Figure 1. Cells by drive strength.
The bar under the picture is 50 µm long.
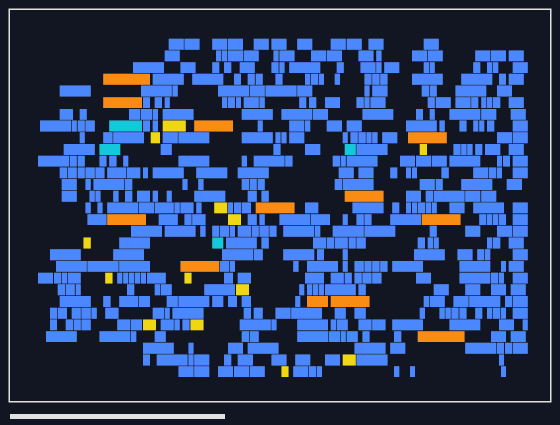
Figure 2. Clock wiring as the flow saved it.
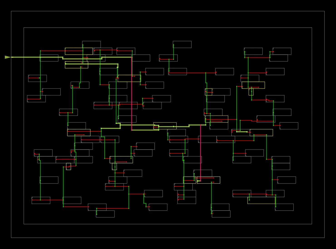
Figure 3. Ports around the boundary.
Pins as bars across the die edge, other pins in grey.
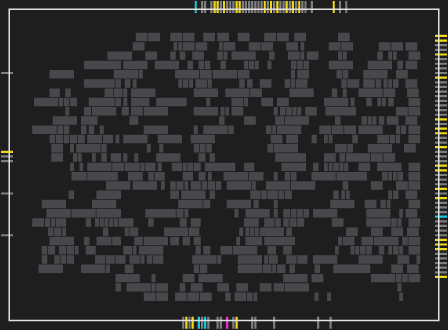
Design control_pulse_register_bank, sky130hd; sources not shown.
==> impl_metrics.yaml <==
# yosys + openroad results
drt:
  finalWirelength_um: 8230
  drc: 0
  drt-wirelength-per-cell_um: 13.1
  viasPerCell: 4.80
  routed.top_layer: "met4"
  wl_met3_um: 669
  met2_length_um: 3660
  drt_iter0_drc: 154
  wl_met1_um: 3830
die:
  tapCellCount: 124
  coreArea_um2: 9110
timing:
  period_needed_ns: 1.89
  hold_slack_ns: 0.403
  hold_violations: 0
critical_path:
  critPathKind: "flop to output port"
  cp-start-kind: "flop"
  cp_max_fo: 2
  cpPeakStageDelay_ns: 0.56
  critPathCaptureType: "output port"
  critical_path_required_ns: 2.43
  critPathBufInv: 1
  cp_top_family: "buffers and inverters"
  path_depth: 1
logic_synthesis:
  mux_share_pct: 0
  ys_sh_simple_pct: 27.1
  synthXorXnorAreaFrac_pct: 3.21
  edf_count: 0
  area_leaders: "dfxtp_1 (49%), nand2_1 (7.7%), nand3_1 (6.9%)"
  synthArstFlopShare_pct: 0
  ys_chip_area_um2: 3270
  compound_area_share_pct: 13.6
  yosys_warnings: 0
  ff_type: "dfxtp_1"
  synth_seq_share_pct: 48.9
  ys.flops: 80
  syn_area_um2: 3270
  common_cells: "dfxtp_1 (80), nand2_1 (67), nand3_1 (45)"
  logic_family: "simple AND/OR/NAND/NOR gates"
finish:
  sh_comb_area_pct: 32.5
  comb_area_um2: 1550
  buf_share_pct: 23.0
  final_cell_mix: "clkdlybuf4s50_1 (108), dfxtp_1 (80), nand2_1 (67), nand3_1 (45), a21oi_1 (43)"
  logic_gate_count: 284
  final_common_cell: "clkdlybuf4s50_1"
  buffers: 111
  seq_area_um2: 1600
  seq_cells: 80
  final_core_util_pct: 52.5
  fillers: 827
  n_antenna_cell: 0
power:
  ir_drop_mv: 0.267
  pg_seq_uw: 1070
  comb_power_share_pct: 8.8
  totalPowerFinal_uw: 2390
  powerComb_uw: 210
  pwr-share-seq_pct: 44.6
hold_path:
  hold_class: "flop to flop"
  whs_path_depth: 2
placed_design:
  dp.cells: 613
  dp_hpwl_um: 6080
  port_buffers: 110
run:
  max-cap-violations: 0
global_routing:
  met3_usage_pct: 5.44
  antenna_found_initial: 0
  grt_use_met1_pct: 19.3
  grt_max_degree: 57
  grt_first_pass_wirelength_um: 13900
outcome:
  status: "completed"
clock_tree:
  root_buffer: "clkbuf_16"
  cts_buffer_depth: 2
-- Figure 1 (at the start) --
- orange: _6 and larger (cells 12; share 2.4%)
- yellow: _2 cells (cells 13; share 2.6%)
- cyan: _3 and _4 cells (cells 4; share 0.79%)
- blue: _0 and _1 cells (cells 476; share 94%)
Final WS setup: 1.21 ns
P&R area growth vs syn: 46.1%
final instance area: 4780 µm²

-- Figure 2 (at the start) --
Sink Count: 80
clock buffer count: 10
Num CTS Buffers: 9
Clock group: 1120 µW
clk ins delay skew pair: 0.33 ns

-- Figure 3 (at the start) --
- cyan: `iOverrunClear` (pins 4; direction input; edge 2 bottom, 1 top, 1 right)
- magenta: `iWriteEnable` (pins 1; direction input; edge bottom)
- yellow: `iMask` (pins 32; direction input; edge 16 right, 12 top, 3 bottom, 1 left)
- all pins by edge: 53 right, 38 top, 18 bottom, 6 left
Die Width: 126 µm
Die Y: 90.9 µm

Power figures rest on the tool's default switching activity, not on a simulated workload.
